**src/rtl/button_conditioner_pkg.sv**
```systemverilog
// -----------------------------------------------------------------------------
// button_conditioner_pkg
// Shared definitions for the push-button conditioning stage.
//   - Default cycle counts for a 100 MHz system clock.
//   - Encoding of the auto-repeat phase (waiting for first repeat vs. repeating).
//   - Small helper for sizing counters.
// -----------------------------------------------------------------------------
package button_conditioner_pkg;

    // 10 ms debounce, 500 ms before the first repeat, 200 ms between repeats
    localparam int DEB_CYCLES_100MHZ    = 1_000_000;
    localparam int HOLD_CYCLES_100MHZ   = 50_000_000;
    localparam int REPEAT_CYCLES_100MHZ = 20_000_000;

    // INITIAL: counting towards the first repeat; REPEAT: counting between repeats
    typedef enum logic {
        PH_INITIAL = 1'b0,
        PH_REPEAT  = 1'b1
    } rep_phase_t;

    function automatic int max_int(input int a, input int b);
        return (a > b) ? a : b;
    endfunction

endpackage

```
**src/rtl/button_conditioner_channel.sv**
```systemverilog
// -----------------------------------------------------------------------------
// button_channel
// One button slice: two-flop synchroniser, stable-count debounce filter and
// long-press auto-repeat pulse generator.
// Ports:
//   clk     in   system clock
//   rst     in   asynchronous active-high reset
//   i_btn   in   raw asynchronous button pin
//   o_level out  debounced clean level (registered)
//   o_rep   out  one-cycle auto-repeat pulse (registered)
// -----------------------------------------------------------------------------
module button_channel
    import button_conditioner_pkg::*;
#(
    parameter int DEB_CYCLES    = DEB_CYCLES_100MHZ,
    parameter int HOLD_CYCLES   = HOLD_CYCLES_100MHZ,
    parameter int REPEAT_CYCLES = REPEAT_CYCLES_100MHZ
) (
    input  logic clk,
    input  logic rst,
    input  logic i_btn,
    output logic o_level,
    output logic o_rep
);

    // Counters only ever reach (terminal - 1) before clearing, so $clog2 suffices.
    // The hold counter serves both phases, so it is sized for the larger one.
    localparam int DCNT_W = $clog2(DEB_CYCLES);
    localparam int HCNT_W = $clog2(max_int(HOLD_CYCLES, REPEAT_CYCLES));

    localparam logic [DCNT_W-1:0] DEB_LAST  = DCNT_W'(DEB_CYCLES - 1);
    localparam logic [HCNT_W-1:0] HOLD_LAST = HCNT_W'(HOLD_CYCLES - 1);
    localparam logic [HCNT_W-1:0] REP_LAST  = HCNT_W'(REPEAT_CYCLES - 1);

    logic              r_s1;
    logic              r_s;
    logic              r_q;
    logic [DCNT_W-1:0] r_dcnt;
    logic [HCNT_W-1:0] r_hcnt;
    rep_phase_t        r_phase;
    logic              r_rep;

    // Bring the asynchronous pin into the clk domain before anything looks at it.
    always_ff @(posedge clk or posedge rst) begin
        if (rst) begin
            r_s1 <= 1'b0;
            r_s  <= 1'b0;
        end else begin
            r_s1 <= i_btn;
            r_s  <= r_s1;
        end
    end

    // Accept a new level only after it has disagreed with the clean level for
    // DEB_CYCLES consecutive edges; any agreement in between restarts the count.
    always_ff @(posedge clk or posedge rst) begin
        if (rst) begin
            r_q    <= 1'b0;
            r_dcnt <= '0;
        end else if (r_s == r_q) begin
            r_dcnt <= '0;
        end else if (r_dcnt == DEB_LAST) begin
            r_q    <= r_s;
            r_dcnt <= '0;
        end else begin
            r_dcnt <= r_dcnt + DCNT_W'(1);
        end
    end

    // Auto-repeat runs off the registered clean level, so the edge on which the
    // level falls still sees it high and can emit a pulse that is due then.
    always_ff @(posedge clk or posedge rst) begin
        if (rst) begin
            r_hcnt  <= '0;
            r_phase <= PH_INITIAL;
            r_rep   <= 1'b0;
        end else if (!r_q) begin
            r_hcnt  <= '0;
            r_phase <= PH_INITIAL;
            r_rep   <= 1'b0;
        end else if (r_phase == PH_INITIAL && r_hcnt == HOLD_LAST) begin
            r_hcnt  <= '0;
            r_phase <= PH_REPEAT;
            r_rep   <= 1'b1;
        end else if (r_phase == PH_REPEAT && r_hcnt == REP_LAST) begin
            r_hcnt  <= '0;
            r_rep   <= 1'b1;
        end else begin
            r_hcnt  <= r_hcnt + HCNT_W'(1);
            r_rep   <= 1'b0;
        end
    end

    assign o_level = r_q;
    assign o_rep   = r_rep;

endmodule

```
**src/rtl/button_conditioner.sv**
```systemverilog
// -----------------------------------------------------------------------------
// button_conditioner
// Conditions N_BTN raw push-button pins into clean debounced levels plus
// per-button auto-repeat pulses. Channels are independent copies of
// button_channel.
// Ports:
//   clk        in   system clock
//   rst        in   asynchronous active-high reset
//   btn_in     in   [N_BTN] raw asynchronous button pins, active-high
//   btn_level  out  [N_BTN] debounced clean levels (registered)
//   btn_rep    out  [N_BTN] one-cycle auto-repeat pulses (registered)
// -----------------------------------------------------------------------------
module button_conditioner
    import button_conditioner_pkg::*;
#(
    parameter int N_BTN         = 5,
    parameter int DEB_CYCLES    = DEB_CYCLES_100MHZ,
    parameter int HOLD_CYCLES   = HOLD_CYCLES_100MHZ,
    parameter int REPEAT_CYCLES = REPEAT_CYCLES_100MHZ
) (
    input  logic             clk,
    input  logic             rst,
    input  logic [N_BTN-1:0] btn_in,
    output logic [N_BTN-1:0] btn_level,
    output logic [N_BTN-1:0] btn_rep
);

    // One self-contained slice per button; no interaction between channels.
    for (genvar gi = 0; gi < N_BTN; gi++) begin : g_chan
        button_channel #(
            .DEB_CYCLES    (DEB_CYCLES),
            .HOLD_CYCLES   (HOLD_CYCLES),
            .REPEAT_CYCLES (REPEAT_CYCLES)
        ) u_chan (
            .clk     (clk),
            .rst     (rst),
            .i_btn   (btn_in[gi]),
            .o_level (btn_level[gi]),
            .o_rep   (btn_rep[gi])
        );
    end

endmodule
```
**config.mk**
```make
export PLATFORM = sky130hd
export DESIGN_NAME = button_conditioner
export DESIGN_NICKNAME = d
export VERILOG_FILES = /design/src/rtl/button_conditioner_pkg.sv /design/src/rtl/button_conditioner_channel.sv /design/src/rtl/button_conditioner.sv
export SDC_FILE = /design/constraint.sdc
export NUM_CORES = 1
export LEC_CHECK = 0
export CORE_UTILIZATION = 38
export CTS_CLUSTER_SIZE = 40
export DETAILED_ROUTE_END_ITERATION = 10
export HOLD_SLACK_MARGIN = 0.15
export PLACE_DENSITY = 0.57
export SYNTH_ARGS = -nofsm -noshare
export SYNTH_HDL_FRONTEND = slang
export SYNTH_SLANG_ARGS = --single-unit
```
**constraint.sdc**
```tcl
create_clock -name clk -period 7.75 [get_ports clk]
set_clock_uncertainty 0.1 [all_clocks]
set_input_delay 1.1625 -clock clk [delete_from_list [all_inputs] [get_ports clk]]
set_output_delay 1.1625 -clock clk [all_outputs]
set_load 0.02 [all_outputs]
```
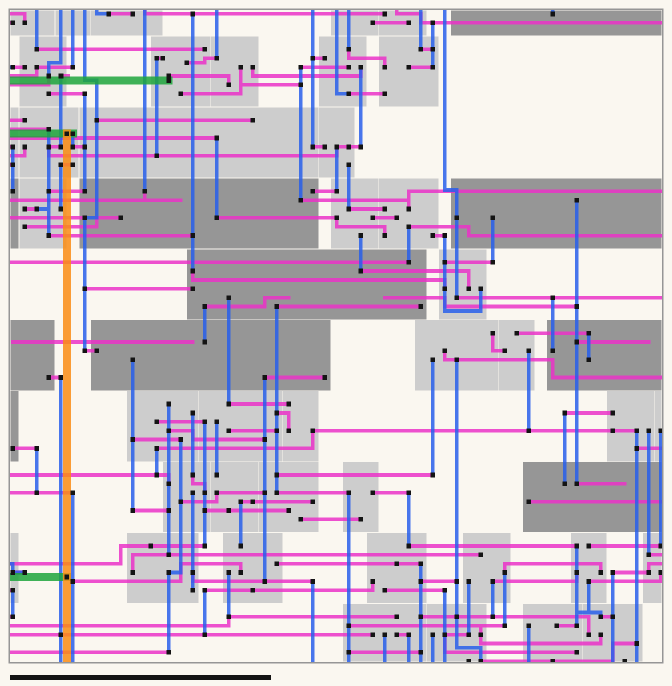
(run_1/detail.png)
Scale bar: 10 µm. Region (82, 44) to (107, 69) µm. Cells in grey, sequential cells in the stronger grey; small squares are vias.
Green is metal 3. Magenta is metal 1. Orange is metal 4. Blue is metal 2.
36 logic cells have their middle in the window. Netlist names of flops here include `g_chan.u_chan.r_dcnt` (5). Sequential cells in the window: 5. Most frequent: dfrtp_1 (5), a21oi_1 (4).

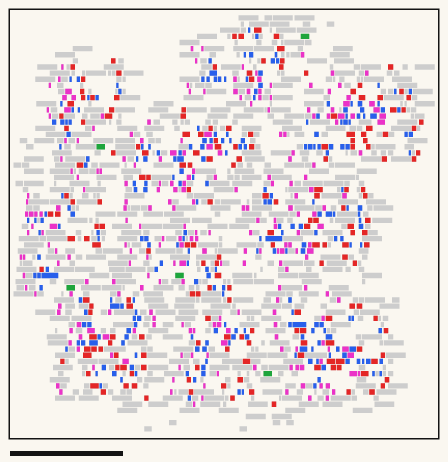
(run_1/logic_types.png)
Scale bar: 50 µm.
Red is AND and OR gates, cells 189, where widely spread. Magenta is NOR gates, cells 238, where widely spread. Green is multiplexers, cells 5. Blue is NAND gates, cells 244, where widely spread.
Top cell excl fill/tap: sky130_fd_sc_hd__dfrtp_1
non-filler instance count after layout: 1841
fraction of standard cell area in multi-input logic: 44.2%

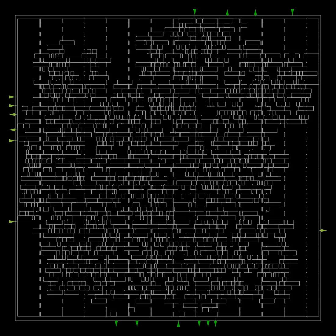
(run_1/placement.png)
Layout fillers: 3282
share of the core filled with cells in the final layout: 43.0%
Tapcells: 455
proportion of cell area occupied by registers: 42.8%

==> summary.txt, run 1 <==
Update from the flow run.

The run finished with clean final reports. Summed over all cells, the static leakage comes to around 0.0054 µW. In this run the cell area measured after placement is approximately 14000 µm². A synthesized cell averages 9.81 µm². The number of synthesized flops with an enable pin is 0. The post-CTS setup buffer count is 0. The number of design rule violations left after detail routing is 0. For the worst setup path, the data required time is around 6.5 ns.

The sequential fraction of the synthesis area is 47.6%. For reference, the critical path cell chain is clkdlybuf4s50_1. For the finished layout, the period the worst path requires is 3.03 ns.

The number of buffers inserted by port buffering is 16. In this run the number of cells on the critical path is 1. The critical path arrival is 1.77 ns. The count of synthesis-stage warnings from yosys is 0. The critical path startpoint category is a register.

Timing would allow up to 0.330 GHz. No sink is reached through more buffers than the 3 on the longest clock path. For this run, the leading register cell type out of synthesis is sky130_fd_sc_hd__dfrtp_1. The wire length of the first global-routing pass is between 40000 and 50000 µm. The timing report gives the worst reg2reg path a setup slack of just under 5 ns.

For the completed layout, the total cell area is recorded as approximately 15000 µm². Post-synthesis, Yosys gives the total cell area as 13400 µm². The initial antenna violation count is 0.

The worst flop-to-flop path startpoint is g_chan[3].u_chan.r_hcnt[0]. The highest supply drop recorded on VDD is 186 µV. Per the run report, area growth between synthesis and finish was 11.1%. TritonCTS built the clock tree. The detail-routed net length per standard cell is 15.1 µm.

The largest fanout of any net on the critical path is 6. The latest clock arrival within the worst-skew pair is approximately 0.57 ns. The worst setup path is of the reg2out kind. The worst min-delay path class is reg2reg. Per the log, the first TritonRoute iteration ended with a DRC count of 658.

Per the OpenROAD floorplan log, the height of the die is 190 µm. The CTS clock-pin slew for the worst setup and hold paths is 0.06 ns. Sorting the synthesized cells by area gives the leading types as sky130_fd_sc_hd__dfrtp_1 (48%), sky130_fd_sc_hd__xnor2_1 (4.6%), sky130_fd_sc_hd__nor3_1 (4.1%).
-- run 1: metal layers --
metal | part of all wire [%] | global-route usage (%)
met1 | 50 | 22.9
met2 | 45 | 24.7
met3 | 3.1 | 2.47
met4 | 2.1 | 3.85
met5 | 0 | 0
-- run 1: cells in the mapped netlist (all sizes together) (24+ instances only) --
library cell	instances
xor2	55
nand3	89
dfrtp	255
nand4	62
and4	29
xnor2	71
or4	57
and3	24
nor4	25
nand2	86
or3	50
buf	25
a21oi	36
clkbuf	39
o21ai	46
inv	34
nor2	80
nor3	111
a211oi	53
o31ai	46
-- run 1: area by class of cell --
cell class / count / share of cell area [%]
Clock inverter: 10 / 0.378
Inverter: 39 / 1.01
Timing Repair Buffer: 27 / 1.71
Multi-Input combinational cell: 1009 / 44.2
Sequential cell: 255 / 42.8
Clock buffer: 46 / 5.99
Tap cell: 455 / 3.82
-- run 1: flip-flops by register name, summed over array words and instances, names as in the netlist --
name and cells:
g_chan.u_chan.r_hcnt 130, g_chan.u_chan.r_dcnt 100, g_chan.u_chan.o_level 5, g_chan.u_chan.o_rep 5, g_chan.u_chan.r_phase 5, g_chan.u_chan.r_s 5
g_chan.u_chan.r_s1 5
-- run 1: power by group --
group	switching (µW)	total (µW)	internal [µW]
Clock	564	1350	788
Combinational	40.3	53.6	13.2
Sequential	8.35	1350	1340
-- run 1: logic make-up after synthesis --
group	share of synthesized area, %
DFF	47.6
xor gates and xnor gates	8.23
muxes	0.420
buffers and inverters	3.50
and+or+nand+nor	29.0
adders and majority gates	1.40
AOI/OAI and AO/OA	9.90
==> run_1/metal_density.png <==
38 x 38 tiles, from black (low) to pale yellow (high), scaled to the fullest tile. Values are wire area over tile area, all layers added.
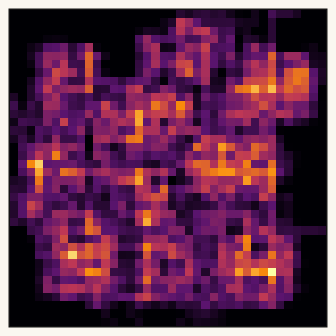

==> inputs of run 2 (changes only) <==
==> constraint.sdc (replaced) <==
create_clock -name clk -period 2.5 [get_ports clk]
set_clock_uncertainty 0.1 [all_clocks]
set_input_delay 0.375 -clock clk [delete_from_list [all_inputs] [get_ports clk]]
set_output_delay 0.375 -clock clk [all_outputs]
set_load 0.02 [all_outputs]
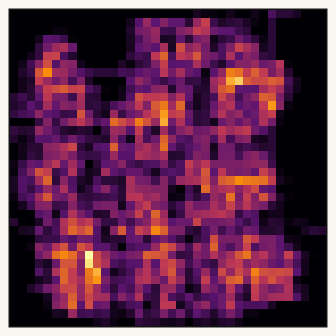
(run_2/metal_density.png)
38 x 38 tiles, from black (low) to pale yellow (high), scaled to the fullest tile. Values are wire area over tile area, all layers added.
23% of the tiles are nearly empty. The mean over all tiles is 0.12. 11% of the tiles are over half the peak. The emptiest ninth of the die: top left.
detailed-route wire length: 27800 µm
GR Util All Layers: 16.0%
DR vias: 10.4k
final routed wire length divided by cell count: 14.9 µm

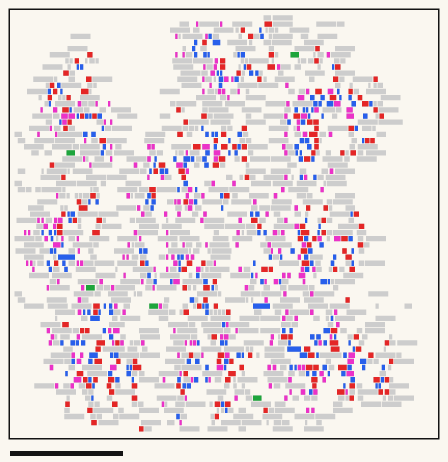
(run_2/logic_types.png)
Scale bar: 50 µm.
Magenta is NOR gates, cells 238. Green is multiplexers, cells 5. Red is AND and OR gates, cells 189, where widely spread. Blue is NAND gates, cells 244, where widely spread.
non-filler instance count after layout: 1867
fraction of standard cell area in multi-input logic: 43.4%

==> run 2 against run 1 <==
Clock power went up to 3.2 times the previous value. Total power went up to 3.2 times the previous value. First-iteration DRC count is 21% lower. Sequential power went up to 3.1 times the previous value. Register-to-register slack worse by 4.7 ns. Synthesized area stayed put. Die area stayed put. Non-clock buffer count is 26 higher. Via count hardly changed. Worst hold slack worse by 0.069 ns. Largest cell class unchanged. Largest power group is now the clock network. Highest routed layer unchanged.
==> summary.txt, run 2 <==
Update from the flow run.

Of the post-synthesis cell area, the part taken by muxes is less than 1%. Yosys mapped a number of flops with a built-in enable equal to 0. The required time reported for the critical path endpoint is 2.87 ns. For met3 alone, demand over resource in global routing was 1.83%. The highest clock rate this design can be run at is 0.442 GHz.

The report lists the cells along the critical path as ha_1 -> nand4_1 -> or4_4 -> or4_4 -> a211oi_2. The critical path arrival is approximately 2.6 ns. In this run the layout overhead on the synthesized area is reported as 13.2%. The commonest cells after synthesis are sky130_fd_sc_hd__dfrtp_1 (255), sky130_fd_sc_hd__nor3_1 (111), sky130_fd_sc_hd__nand2_1 (86), sky130_fd_sc_hd__nand3_1 (86), sky130_fd_sc_hd__nor2_1 (80). The latest clock arrival within the worst-skew pair is about 0.56 ns. The flow ran to the end, and the final reports show no timing, DRC or antenna violations. Yosys attributes the largest share of cell area to sky130_fd_sc_hd__dfrtp_1 (48%), sky130_fd_sc_hd__xnor2_1 (4.6%), sky130_fd_sc_hd__nor3_1 (4.1%). The compound-gate portion of the synthesized area is about a tenth. The largest registers in the layout are g_chan.u_chan.r_hcnt (130), g_chan.u_chan.r_dcnt (100). The peak supply drop is 473 µV. The initial antenna violation count came to 0. The met1 layer usage reported by global route is 22.0%.

Max fanout on the critical path was recorded as 6. The post-CTS setup buffer count is 0. The global routing report lists met2 layer usage as a little over a quarter. The detailed-route wire length on metal 1 is 13900 µm. For the finished layout, the period the worst path requires is 2.26 ns. The number of buffers inserted by port buffering is 16. The register with the most flip-flops in the final layout is g_chan.u_chan.r_hcnt. The static leakage is ~0.0055 µW.

The first global-routing pass estimated 49300 µm of wire. In this run the worst hold path is classified as in2reg. The number of design rule violations left after detail routing is 0. The count of synthesis-stage warnings from yosys is 0. By startpoint and endpoint, the worst setup path is classified as reg2reg. The worst setup path is launched from a register. Per the post-CTS timing run, clock transition at the registers of the reported paths is ~0.06 ns. The detailed router reports a met2 wire length of 12700 µm. The floorplan die height is 190 µm. The number of cells on the critical path is 5. In this run, the number of DRC markers left after iteration 0 of detailed routing was 522. The sequential fraction of the synthesis area is 47.6%. The flip-flop count of the largest register after layout is ~130. Per the synthesis report, the adder-cell share of the synthesized area is 1.40%. Detailed routing placed a total of approximately 620 µm of wire on met3.
## run 2: cell counts after synthesis
Identical to the previous run, type by type.
## run 2: cell families after synthesis
| logic type | after synthesis |
|---|---|
| flip-flops | 255 |
| multiplexers | 5 |
| adder cells (fa/ha/maj) | 15 |
| buffers and inverters | 103 |
| AND-OR/OR-AND | 192 |
| AND/OR/NAND/NOR | 671 |
| XOR/XNOR | 126 |
## run 2: metrics by stage
stage,total power [µW],area (µm²),util [%]
2_1_floorplan,4370,13400,-
5_1_grt,9050,15200,43.8
3_5_place_dp,4450,14100,40.8
3_3_place_gp,4450,14100,40.8
6_report,8700,15200,43.8
4_1_cts,8860,15200,43.8
## run 2: worst paths after layout
path / start / to / slack, ns
worst max register to register: g_chan[2].u_chan.r_hcnt[0] / g_chan[2].u_chan.r_hcnt[24] / 0.24
max in group asynchronous: rst / g_chan[3].u_chan.r_hcnt[12] / 0.93
worst max-delay path: g_chan[2].u_chan.r_hcnt[0] / g_chan[2].u_chan.r_hcnt[24] / 0.24
worst min-delay path: btn_in[2] / g_chan[2].u_chan.r_s1 / 0.18
min in group asynchronous: rst / g_chan[1].u_chan.r_dcnt[8] / 0.60
worst min register to register: g_chan[3].u_chan.r_s1 / g_chan[3].u_chan.r_s / 0.25
## run 2: layout make-up
cell class / instances / area, µm²
clock buffer: 41 / 853
clock inverter: 15 / 135
fill: 3290 / 19400
inverter: 39 / 150
multi-input combinational: 1009 / 6590
sequential: 255 / 6380
tap: 455 / 569
timing repair buffer: 53 / 500
## run 2: report_power, final
part	leakage, µW	total, µW	switching [µW]	internal (µW)
logic	0.00149	186	127	58.8
clock network	0.000494	4330	1740	2590
registers	0.00353	4180	26.5	4160
Power figures rest on the tool's default switching activity, not on a simulated workload.
